### I/O nets highlighted, run 1

Scale: 4 px per µm.
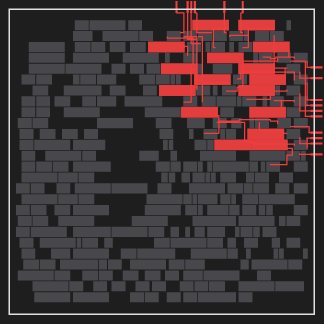
### Cell outlines without signal wires, run 1

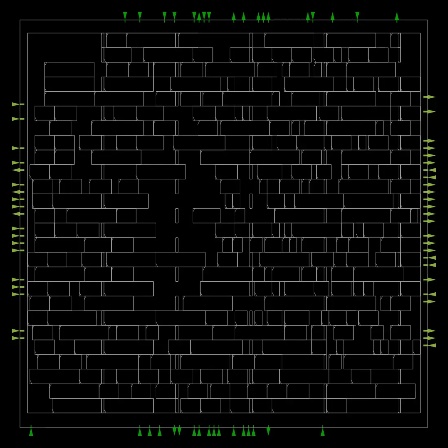
### Ports around the boundary, run 1

Scale: 6 px per µm. Pins as bars across the die edge, other pins in gray.
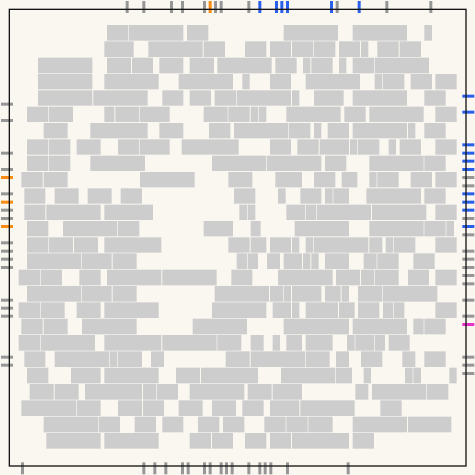
### Gate-type map, run 1

Scale: 6 px per µm.
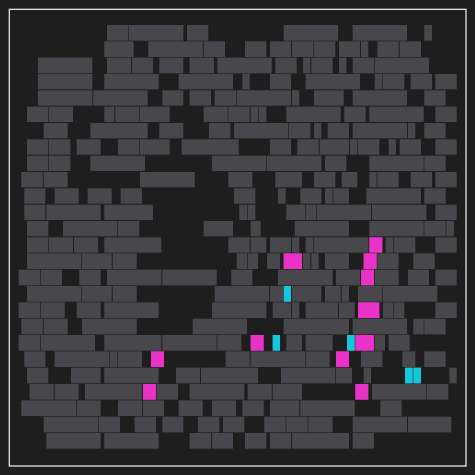
==> config.mk <==
export PLATFORM = sky130hd
export DESIGN_NAME = alu16_chain_ctrl
export DESIGN_NICKNAME = d
export VERILOG_FILES = /design/src/rtl/alu_pkg.sv /design/src/rtl/alu16_chain_fsm.sv /design/src/rtl/alu16_chain_ctrl.sv
export SDC_FILE = /design/constraint.sdc
export NUM_CORES = 1
export LEC_CHECK = 0
export CAP_MARGIN = 20
export CORE_MARGIN = 1
export CORE_UTILIZATION = 50
export CTS_CLUSTER_DIAMETER = 100
export DETAILED_ROUTE_END_ITERATION = 7
export PLACE_DENSITY = 0.9
export REMOVE_ABC_BUFFERS = 1
export SYNTH_ARGS = -nofsm -noshare
export SYNTH_HDL_FRONTEND = slang
export SYNTH_HIERARCHICAL = 1
export SYNTH_SLANG_ARGS = --single-unit
==> constraint.sdc <==
create_clock -name clk -period 4.2 [get_ports clk]
set_input_delay 0.84 -clock clk [delete_from_list [all_inputs] [get_ports clk]]
set_output_delay 0.84 -clock clk [all_outputs]
set_load 0.02 [all_outputs]
==> src/rtl/alu_pkg.sv <==
// Shared constants, state encoding and nibble helpers for the 16-bit ALU chain controller.
package alu_pkg;

    localparam int DATA_W = 16;
    localparam int NIB_W  = 4;

    localparam logic [2:0] OP_ADD = 3'b000;
    localparam logic [2:0] OP_SUB = 3'b001;
    localparam logic [2:0] OP_NOT = 3'b010;
    localparam logic [2:0] OP_AND = 3'b011;
    localparam logic [2:0] OP_OR  = 3'b100;
    localparam logic [2:0] OP_XOR = 3'b101;

    typedef enum logic [1:0] {
        ST_IDLE = 2'd0,
        ST_RUN  = 2'd1,
        ST_DONE = 2'd2
    } state_t;

    function automatic logic op_is_legal(input logic [2:0] op);
        return op <= OP_XOR;
    endfunction

    function automatic logic op_is_arith(input logic [2:0] op);
        return (op == OP_ADD) || (op == OP_SUB);
    endfunction

    function automatic logic [NIB_W-1:0] nibble(input logic [DATA_W-1:0] v, input logic [1:0] i);
        return v[i*NIB_W +: NIB_W];
    endfunction

endpackage

==> src/rtl/alu16_chain_fsm.sv <==
// Control FSM for the nibble-serial ALU chain: state, nibble index and both handshakes.
// An illegal op is held pending in IDLE for one cycle so its result appears one edge after acceptance.
module alu16_chain_fsm
    import alu_pkg::*;
(
    input  logic       clk,
    input  logic       rst,
    input  logic       in_valid,
    input  logic       cmd_illegal,
    input  logic       out_ready,
    output logic       in_ready,
    output logic       out_valid,
    output logic       accept,
    output logic       run,
    output logic [1:0] idx
);

    state_t     state_q, state_d;
    logic [1:0] idx_q, idx_d;
    logic       err_pend_q, err_pend_d;

    always_ff @(posedge clk or posedge rst) begin
        if (rst) begin
            state_q    <= ST_IDLE;
            idx_q      <= 2'd0;
            err_pend_q <= 1'b0;
        end else begin
            state_q    <= state_d;
            idx_q      <= idx_d;
            err_pend_q <= err_pend_d;
        end
    end

    always_comb begin
        state_d    = state_q;
        idx_d      = idx_q;
        err_pend_d = err_pend_q;
        case (state_q)
            ST_IDLE: begin
                if (err_pend_q) begin
                    state_d    = ST_DONE;
                    err_pend_d = 1'b0;
                end else if (in_valid) begin
                    if (cmd_illegal) begin
                        err_pend_d = 1'b1;
                    end else begin
                        state_d = ST_RUN;
                        idx_d   = 2'd0;
                    end
                end
            end
            ST_RUN: begin
                idx_d = idx_q + 2'd1;
                if (idx_q == 2'd3) begin
                    state_d = ST_DONE;
                end
            end
            ST_DONE: begin
                if (out_ready) begin
                    state_d = ST_IDLE;
                end
            end
            default: state_d = ST_IDLE;
        endcase
    end

    always_comb begin
        in_ready  = (state_q == ST_IDLE) && !err_pend_q;
        accept    = in_ready && in_valid;
        run       = (state_q == ST_RUN);
        out_valid = (state_q == ST_DONE);
        idx       = idx_q;
    end

endmodule

==> src/rtl/alu16_chain_ctrl.sv <==
// 16-bit ALU built by chaining four passes through an external 4-bit combinational ALU.
// Define ALU16_CHAIN_FLAGS_EN to generate the zero/carry/overflow flag registers; otherwise they read 0.
module alu16_chain_ctrl
    import alu_pkg::*;
(
    input  logic        clk,
    input  logic        rst,
    input  logic        in_valid,
    output logic        in_ready,
    input  logic [15:0] in_a,
    input  logic [15:0] in_b,
    input  logic [2:0]  in_op,
    output logic        out_valid,
    input  logic        out_ready,
    output logic [15:0] out_result,
    output logic        out_zero,
    output logic        out_carry,
    output logic        out_overflow,
    output logic        out_err,
    output logic [3:0]  alu_a,
    output logic [3:0]  alu_b,
    output logic [2:0]  alu_c,
    output logic        alu_cin,
    input  logic [3:0]  alu_result,
    input  logic        alu_carry,
    input  logic        alu_overflow
);

    logic              accept;
    logic              run;
    logic [1:0]        idx;

    logic [DATA_W-1:0] a_q, a_d, b_q, b_d, result_q, result_d;
    logic [2:0]        op_q, op_d;
    logic              carry_q, carry_d, err_q, err_d;

    alu16_chain_fsm u_fsm (
        .clk        (clk),
        .rst        (rst),
        .in_valid   (in_valid),
        .cmd_illegal(!op_is_legal(in_op)),
        .out_ready  (out_ready),
        .in_ready   (in_ready),
        .out_valid  (out_valid),
        .accept     (accept),
        .run        (run),
        .idx        (idx)
    );

    always_ff @(posedge clk or posedge rst) begin
        if (rst) begin
            a_q      <= '0;
            b_q      <= '0;
            op_q     <= '0;
            result_q <= '0;
            carry_q  <= 1'b0;
            err_q    <= 1'b0;
        end else begin
            a_q      <= a_d;
            b_q      <= b_d;
            op_q     <= op_d;
            result_q <= result_d;
            carry_q  <= carry_d;
            err_q    <= err_d;
        end
    end

    // Clearing the result on acceptance gives illegal ops their all-zero result for free.
    always_comb begin
        a_d      = a_q;
        b_d      = b_q;
        op_d     = op_q;
        result_d = result_q;
        carry_d  = carry_q;
        err_d    = err_q;
        if (accept) begin
            a_d      = in_a;
            b_d      = in_b;
            op_d     = in_op;
            result_d = '0;
            carry_d  = 1'b0;
            err_d    = !op_is_legal(in_op);
        end else if (run) begin
            case (idx)
                2'd0:    result_d[3:0]   = alu_result;
                2'd1:    result_d[7:4]   = alu_result;
                2'd2:    result_d[11:8]  = alu_result;
                default: result_d[15:12] = alu_result;
            endcase
            carry_d = op_is_arith(op_q) && alu_carry;
        end
    end

    // Subtraction is a + ~b + 1: invert b here and inject the +1 as the nibble-0 carry-in.
    always_comb begin
        alu_a   = '0;
        alu_b   = '0;
        alu_c   = '0;
        alu_cin = 1'b0;
        if (run) begin
            alu_a   = nibble(a_q, idx);
            alu_b   = (op_q == OP_SUB) ? nibble(~b_q, idx) : nibble(b_q, idx);
            alu_c   = op_is_arith(op_q) ? OP_ADD : op_q;
            alu_cin = (idx == 2'd0) ? (op_q == OP_SUB) : (op_is_arith(op_q) && carry_q);
        end
    end

    assign out_result = result_q;
    assign out_err    = err_q;

`ifdef ALU16_CHAIN_FLAGS_EN
    logic zero_q, zero_d, cflag_q, cflag_d, oflag_q, oflag_d;
    logic last_nib;

    assign last_nib = run && (idx == 2'd3);

    always_ff @(posedge clk or posedge rst) begin
        if (rst) begin
            zero_q  <= 1'b0;
            cflag_q <= 1'b0;
            oflag_q <= 1'b0;
        end else begin
            zero_q  <= zero_d;
            cflag_q <= cflag_d;
            oflag_q <= oflag_d;
        end
    end

    always_comb begin
        zero_d  = zero_q;
        cflag_d = cflag_q;
        oflag_d = oflag_q;
        if (accept) begin
            zero_d  = 1'b0;
            cflag_d = 1'b0;
            oflag_d = 1'b0;
        end else if (last_nib) begin
            zero_d  = (alu_result == 4'h0) && (result_q[11:0] == 12'h000);
            cflag_d = op_is_arith(op_q) && alu_carry;
            oflag_d = op_is_arith(op_q) && alu_overflow;
        end
    end

    assign out_zero     = zero_q;
    assign out_carry    = cflag_q;
    assign out_overflow = oflag_q;
`else
    logic unused_alu_ovf;

    assign unused_alu_ovf = alu_overflow;
    assign out_zero       = 1'b0;
    assign out_carry      = 1'b0;
    assign out_overflow   = 1'b0;
`endif

endmodule

==> reports/summary.txt, run 1 <==
Power Internal = 1.90 mW
grt ovf = 0
Fillers = 360
f_max = 0.288 GHz
via/cell ratio = 5.22
via count = 1844
sequential power share = 36.3%
minimum clock period = 3.47 ns
Power Density = 773 nW/µm²
NetSw = 0.980 mW
Clock Power Share = 18.3%
CTS Buf Count = 9
yosys cell count = 203
crit path launch = u_fsm/idx[0]
peak supply drop = 0.381 mV
final WL = 5.44 mm
post-synthesis sequential area ratio = 53.2%
most common logic cells in the final layout = clkdlybuf4s50_1, dfrtp_1, mux2_2, mux2i_1, nor2_1
cells after synthesis = 203
DR pass1 iterations = 7
first-pass GRT wire length = 8.58 mm
Yosys warning count = 6
R2R depth = 5
measured slew at the worst slew-check pin = 0.727 ns
Hold Vio Cnt, Final = 0
largest net degree at the start of global routing = 54
DP HPWL = 3.73 mm
vias in the first global route = 1813
postcts setup bufs = 0
placed inst area = 3500 µm²
dpl cells = 337
status = completed
skew final = 0.00626 ns
CP endpoint kind = output port
layout overhead on the synthesized area = 36.6%
startpoint class of the critical path = flop
Tool Warnings = 26
initial antenna violation count = 0
antenna-violating nets left = 0
-- 'I/O nets highlighted' (at the start) --
Red marks out_result, bits 16, direction output, edge 10 right, 6 top, end cells 16, buffers 16, wire 360 µm.
Ports: 79
I/O Buffers: 74

-- 'Cell outlines without signal wires' (at the start) --
row cnt: 26
core area: 5170 µm²
number of sequential cells: 58
Tap Cells: 70
utilization after layout: 72.1%

-- 'Ports around the boundary' (at the start) --
Blue marks out_result, pins 16, direction output, edge 10 right, 6 top. Orange marks alu_b, pins 4, direction output, edge 3 left, 1 top. Magenta marks in_ready, pins 1, direction output, edge right.
die width: 75.9 µm
Die Y: 75.9 µm

-- 'Gate-type map' (at the start) --
Cyan marks inverters, cells 5, where bottom right. Magenta marks AND and OR gates, cells 11.
most frequent logic cell in the layout: clkdlybuf4s50_1
fin cells: 353

[run 1: power by group through the flow]
stage	combinational [mW]	sequential (mW)	clock, mW
4_1_cts	1.32	1.05	0.539
6_report	1.31	1.04	0.528
3_3_place_gp	1.28	1.04	0
3_5_place_dp	1.31	1.06	0
2_1_floorplan	0.785	1.08	0
5_1_grt	1.41	1.09	0.561
[run 1: per-stage QoR]
stage	hold WS, ns	setup TNS [ns]	util (%)
after floorplan	0.472	-118.35	-
after global placement	0.483	0	67.7
after detailed placement	0.491	0	67.7
after CTS	0.506	0	71.7
after global routing	0.516	0	72.1
final	0.501	0	72.1
[run 1: logic make-up (layout without fill, tap and decap cells)]
logic type	after synthesis	count (layout)	synth area share, %
adder cells (fa/ha/maj)	1	1	0.458
AND-OR/OR-AND	8	8	2.11
other	1	3	0.137
flip-flops	58	58	53.2
AND/OR/NAND/NOR	50	50	10.0
buffers and inverters	20	98	3.99
multiplexers	65	65	30.1
[run 1: metal layers]
layer	vias to the layer above	wire, µm	share of wire [%]	track usage, %
li1	871	-	-	-
met1	903	2310	43	26.6
met2	61	2770	51	33.9
met3	9	255	4.7	4.63
met4	0	100	1.8	10.9
met5	-	0	0	0
[run 1: critical path: stages (launching register included)]
cell,delay [ns]
dfrtp_1,0.81
mux4_1,0.67
mux2i_1,0.19
clkdlybuf4s50_1,0.63
[run 1: registers in the layout (all words and copies together), names as in the netlist]
name              cells
a_q                  16
carry_q               1
out_result           16
u_fsm/idx             2
u_fsm/err_pend_q      1
out_err               1
b_q                  16
u_fsm/state_q         2
op_q                  3
[run 1: cells in the mapped netlist]
cell type   n  area (µm²)
buf_6       1        11.3
nor2b_1     2        12.5
or4b_1      1        10.0
and2_1      7        43.8
buf_2       6        30.0
a21bo_2     1        10.0
nand2_1     5        18.8
nand3b_1    3        22.5
conb_1      1        3.75
a32o_1      1        10.0
mux2i_1    21         210
nand2b_1    1        6.26
mux4_2      1        22.5
nand3_1     3        15.0
or3b_2      1        8.76
nand4bb_1   1        11.3
mux4_1      7         184
nor3_1      1        5.00
o311ai_0    2        17.5
clkbuf_1    3        11.3
a21oi_1     2        10.0
mux2_2     36         405
or2_2       1        6.26
inv_1       5        18.8
nor3b_1     1        7.51
or2b_2      1        8.76
nor4b_1     1        8.76
nor3b_2     1        12.5
dfrtp_1    58        1450
o21ai_0     2        10.0
ha_1        1        12.5
buf_4       5        37.5
nor2_1     20        75.1
[run 1: cell type report]
cell class	instances	area [µm²]	area share (%)
Multi-Input combinational cell	127	1180	31.7
Tap cell	70	87.6	2.35
Clock buffer	13	169	4.53
Timing Repair Buffer	78	783	21.0
Inverter	5	18.8	0.504
Sequential cell	58	1450	38.9
Clock inverter	2	35.0	0.940
[run 1: worst min path at each step]
stage,startpoint,slack (ns),cells after the start,to
final,a_q[5],0.50,1,a_q[5]
after global routing,a_q[5],0.52,1,a_q[5]
after CTS,a_q[5],0.51,1,a_q[5]
after detailed placement,a_q[5],0.49,1,a_q[5]
after global placement,a_q[6],0.48,1,a_q[6]
after floorplan,a_q[4],0.47,1,a_q[4]
### Cells by drive strength, run 1

Scale: 6 px per µm.
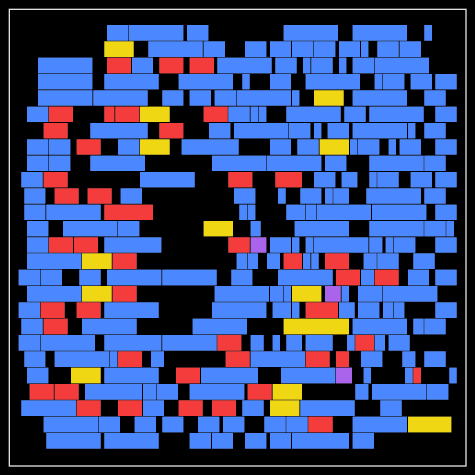

## Run 2: what changed since run 1
--- a/config.mk
+++ b/config.mk
@@ -7,10 +7,10 @@
 export LEC_CHECK = 0
 export CAP_MARGIN = 20
 export CORE_MARGIN = 1
-export CORE_UTILIZATION = 50
+export CORE_UTILIZATION = 43
 export CTS_CLUSTER_DIAMETER = 100
 export DETAILED_ROUTE_END_ITERATION = 7
-export PLACE_DENSITY = 0.9
+export PLACE_DENSITY = 0.82
 export REMOVE_ABC_BUFFERS = 1
 export SYNTH_ARGS = -nofsm -noshare
 export SYNTH_HDL_FRONTEND = slang
==> constraint.sdc (replaced) <==
create_clock -name clk -period 2.9 [get_ports clk]
set_input_delay 0.58 -clock clk [delete_from_list [all_inputs] [get_ports clk]]
set_output_delay 0.58 -clock clk [all_outputs]
set_load 0.02 [all_outputs]
### Cells by drive strength, run 2

Scale: 6 px per µm.
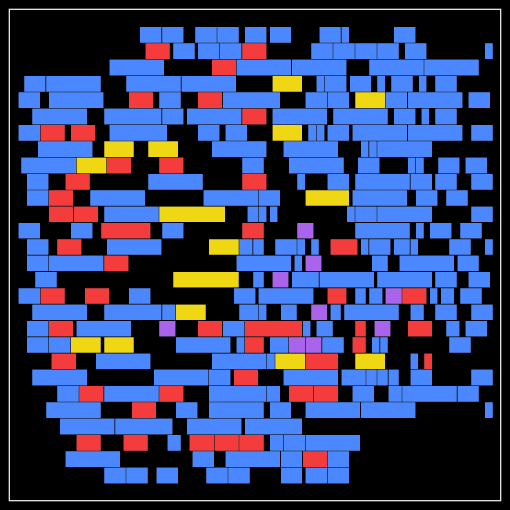
Blue marks drive 1 or less, cells 219, most used clkdlybuf4s50_1. Purple marks drive 3 to 4, cells 9, most used buf_4. Red marks drive 2, cells 46, most used mux2_2. Yellow marks drive 6 and up, cells 15, most used clkbuf_8.
Non-CTS buffers: 83
layout overhead on the synthesized area: 39.5%
fin worst setup slack: 0.0773 ns

==> run 2 against run 1 <==
Net effect:
- via count rose by 1.0%
- critical path type unchanged
- wire length rose by 0.83%
- critical path depth increased by 1
- highest routed layer unchanged
- register-to-register slack worse by 1.2 ns
- worst hold slack worse by 0.00089 ns
- clock skew shrank 0.0023 ns
- design area rose by 2.1%
- setup slack got worse by 0.66 ns
- largest power group unchanged
- clock power is 62% higher
- die area rose by 16%
- combinational power is 53% higher
==> reports/summary.txt, run 2 <==
Hold Vio Cnt, Final = 0
core area = 6030 µm²
DP HPWL = 3.92 mm
status = completed
Tool Warnings = 26
Yosys warning count = 6
skew final = 0.00398 ns
slowest stage delay, CP = 0.54 ns
CP endpoint kind = output port
Yosys top cell area share = 53.2%
CP Cell Sequence = buf_4, mux4_1, and2_1, clkdlybuf4s50_1
Power Density = 1130 nW/µm²
final WL = 5.48 mm
post-synthesis sequential area ratio = 53.2%
cells after synthesis = 203
most frequent logic cell in the layout = clkdlybuf4s50_1
Hold Path Origin = a_q[6]
startpoint class of the critical path = flop
Ports = 79
via count = 1863
die width = 81.7 µm
grt ovf = 0
Fillers = 483
via/cell ratio = 5.12
antenna-violating nets left = 0
crit path launch = u_fsm/idx[0]
Async SR Flop Fraction = 100%
Worst Path Buf+Inv = 2
first-pass GRT wire length = 9.00 mm
largest net degree at the start of global routing = 36
Synth Flop Type = dfrtp_1
initial antenna violation count = 0
### I/O nets highlighted, run 2

Scale: 3 px per µm.
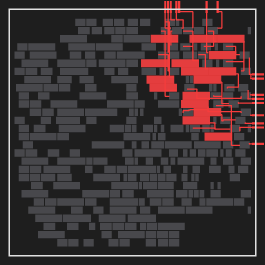
Red marks out_result, bits 16, direction output, edge 9 right, 7 top, end cells 16, buffers 16, wire 339 µm.

-- run 2: final timing paths --
path | end | slack [ns] | depth (start not counted)
hold / removal | a_q[6] | 0.50 | 1
setup reg to reg | out_result[0] | 1.12 | 5
min in group asynchronous | u_fsm/err_pend_q | 0.53 | 2
max in group asynchronous | a_q[11] | 1.77 | 3
hold reg to reg | a_q[6] | 0.50 | 1
setup / recovery | alu_a[2] | 0.08 | 4
-- run 2: area by class of cell --
| class | count | area [µm²] | area share, % |
|---|---|---|---|
| inverter | 5 | 18.8 | 0.493 |
| tap | 75 | 93.8 | 2.47 |
| sequential | 58 | 1450 | 38.2 |
| clock buffer | 12 | 165 | 4.34 |
| clock inverter | 4 | 72.6 | 1.91 |
| timing repair buffer | 83 | 821 | 21.6 |
| multi-input combinational | 127 | 1180 | 31.1 |
-- run 2: report_power, final --
| group | internal, mW | switching, mW |
|---|---|---|
| Sequential | 1.21 | 0.238 |
| Clock | 0.552 | 0.301 |
| Combinational | 1.12 | 0.882 |
| Total | 2.88 | 1.42 |
-- run 2: routing by layer --
layer	track usage (%)	routed length, µm
met2	30.2	2740
met1	23.5	2420
met4	5.44	59
met3	6.33	261
met5	0	0
-- run 2: cells by family (layout without fill, tap and decap cells) --
family	after synthesis	in the layout	synth area share, %
adder cells (fa/ha/maj)	1	1	0.458
flip-flops	58	58	53.2
AND-OR/OR-AND	8	8	2.11
other	1	3	0.137
multiplexers	65	65	30.1
buffers and inverters	20	104	3.99
AND/OR/NAND/NOR	50	50	10.0
-- run 2: metrics by stage --
step | total power, mW | hold slack, ns | setup TNS [ns] | cells | setup slack [ns]
6_report | 4.30 | 0.500 | 0 | 364 | 0.0773
5_1_grt | 4.59 | 0.513 | 0 | 364 | 0.00102
4_1_cts | 4.36 | 0.502 | 0 | 364 | 0.0438
3_5_place_dp | 3.48 | 0.488 | 0 | 348 | 0.276
3_3_place_gp | 3.42 | 0.482 | 0 | 348 | 0.271
2_1_floorplan | 2.70 | 0.359 | -173.66 | 190 | -3.40
-- run 2: what timing repair did --
| item | 4_1_cts | 5_1_grt |
|---|---|---|
| hold buffers | 0 | 0 |
| gates resized | 1 | 0 |
| setup endpoints to repair | 7 | 0 |
### Ports around the boundary, run 2

Scale: 6 px per µm. Pins as bars across the die edge, other pins in gray.
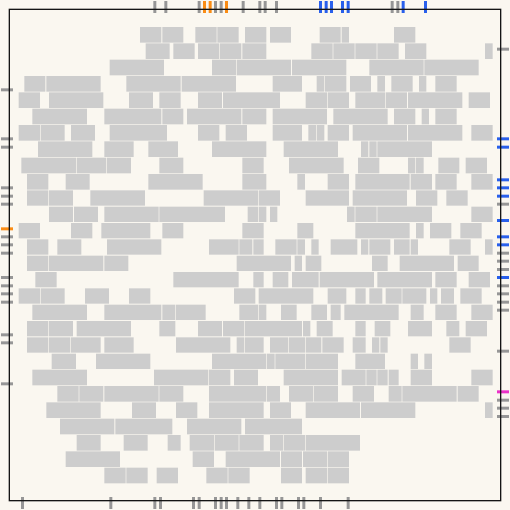

## Run 3: what changed since run 2
==> constraint.sdc (replaced) <==
create_clock -name clk -period 2.9 [get_ports clk]
set_input_delay 0.58 -clock clk [delete_from_list [all_inputs] [get_ports clk]]
set_output_delay 0.58 -clock clk [all_outputs]
set_load 0.005 [all_outputs]
### Ports around the boundary, run 3

Scale: 6 px per µm. Pins as bars across the die edge, other pins in gray.
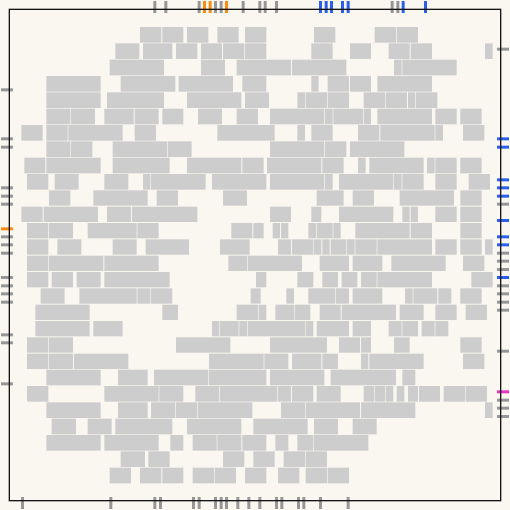
Magenta marks in_ready, pins 1, direction output, edge right. Orange marks alu_b, pins 4, direction output, edge 3 top, 1 left. Blue marks out_result, pins 16, direction output, edge 9 right, 7 top.
die width: 81.7 µm
Die Y: 81.7 µm

==> run 3 against run 2 <==
Net effect:
- fmax up 3.3%
- clock power up 9.7%
- non-clock buffer count down 1
- worst hold slack worse by 0.0019 ns
- sequential power about the same
- total power down 4.3%
- largest power group unchanged
==> reports/summary.txt, run 3 <==
status = completed
Hold Vio Cnt, Final = 0
antenna-violating nets left = 0
Power Internal = 2.94 mW
first-pass GRT wire length = 8.72 mm
post-synthesis sequential area ratio = 53.2%
NetSw = 1.18 mW
via count = 1868
f_max = 0.366 GHz
Synth Flop Type = dfrtp_1
largest net degree at the start of global routing = 33
via/cell ratio = 5.15
cells after synthesis = 203
row cnt = 28
yosys cell count = 203
DP HPWL = 3.92 mm
area leader, netlist = dfrtp_1
peak supply drop = 0.528 mV
Worst Hold Path Cells = 1
most common logic cells in the final layout = clkdlybuf4s50_1, dfrtp_1, mux2_2, mux2i_1, nor2_1
CTS Buf Count = 9
skew final = 0.00674 ns
initial antenna violation count = 0
minimum clock period = 2.73 ns
CP endpoint kind = output port
### I/O nets highlighted, run 3

Scale: 3 px per µm.
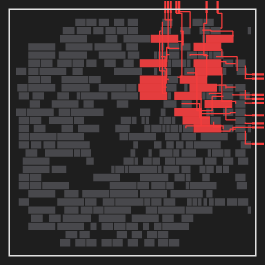
Red marks out_result, bits 16, direction output, edge 9 right, 7 top, end cells 16, buffers 16, wire 375 µm.

==> run 3: worst max path at each step <==
| stage | start | end | slack, ns | depth (start not counted) |
|---|---|---|---|---|
| final | u_fsm/idx[0] | alu_a[2] | 0.17 | 4 |
| after global routing | u_fsm/idx[0] | alu_b[0] | 0.07 | 3 |
| after CTS | u_fsm/idx[1] | alu_b[0] | 0.05 | 3 |
| after detailed placement | u_fsm/idx[0] | alu_a[2] | 0.35 | 4 |
| after global placement | u_fsm/idx[0] | alu_a[3] | 0.39 | 4 |
| after floorplan | u_fsm/state_q[0] | a_q[0] | -3.40 | 2 |
==> run 3: critical path, stage by stage (launching register included) <==
cell and delay, ns:
dfrtp_2 0.47, buf_4 0.19, mux4_1 0.55, and2_1 0.17, clkdlybuf4s50_1 0.43
==> run 3: final cells by class <==
type / count / area (µm²) / share of cell area, %
timing repair buffer: 82 / 813 / 21.3
clock inverter: 4 / 97.6 / 2.56
inverter: 5 / 18.8 / 0.492
multi-input combinational: 127 / 1180 / 31.0
sequential: 58 / 1450 / 38.1
tap: 75 / 93.8 / 2.46
clock buffer: 12 / 155 / 4.07
==> run 3: power groups by stage <==
stage / Sequential, mW / Clock, mW / Combinational (mW)
detailed placement: 1.48 / 0 / 1.74
global route: 1.51 / 0.995 / 1.87
CTS: 1.46 / 0.954 / 1.75
finish: 1.46 / 0.936 / 1.72
global placement: 1.45 / 0 / 1.70
floorplan: 1.44 / 0 / 1.01
==> run 3: cells by family after synthesis <==
group	Yosys count	synth area share (%)
compound gates	8	2.11
fa+ha+maj	1	0.458
buf+inv	20	3.99
flops	58	53.2
mux	65	30.1
other cells	1	0.137
simple gates	50	10.0
==> run 3: per-stage QoR <==
stage                     power (mW)  cell area (µm²)
after floorplan                 2.45             2650
after global placement          3.15             3560
after detailed placement        3.22             3560
after CTS                       4.17             3810
after global routing            4.38             3810
final                           4.12             3810
==> run 3: routing by layer <==
metal / wire length (µm) / track usage (%) / share of wire [%]
met5: 0 / 0 / 0
met4: 101 / 8.95 / 1.9
met3: 303 / 4.78 / 5.6
met2: 2640 / 28.5 / 49
met1: 2390 / 23.2 / 44
==> run 3: repair_timing <==
| action | in CTS | in global routing |
|---|---|---|
| cloned | 0 | 0 |
| setup endpoints to repair | 4 | 1 |
| gates resized | 1 | 1 |
No activity file was given, so power comes from the tool's default toggle rates.
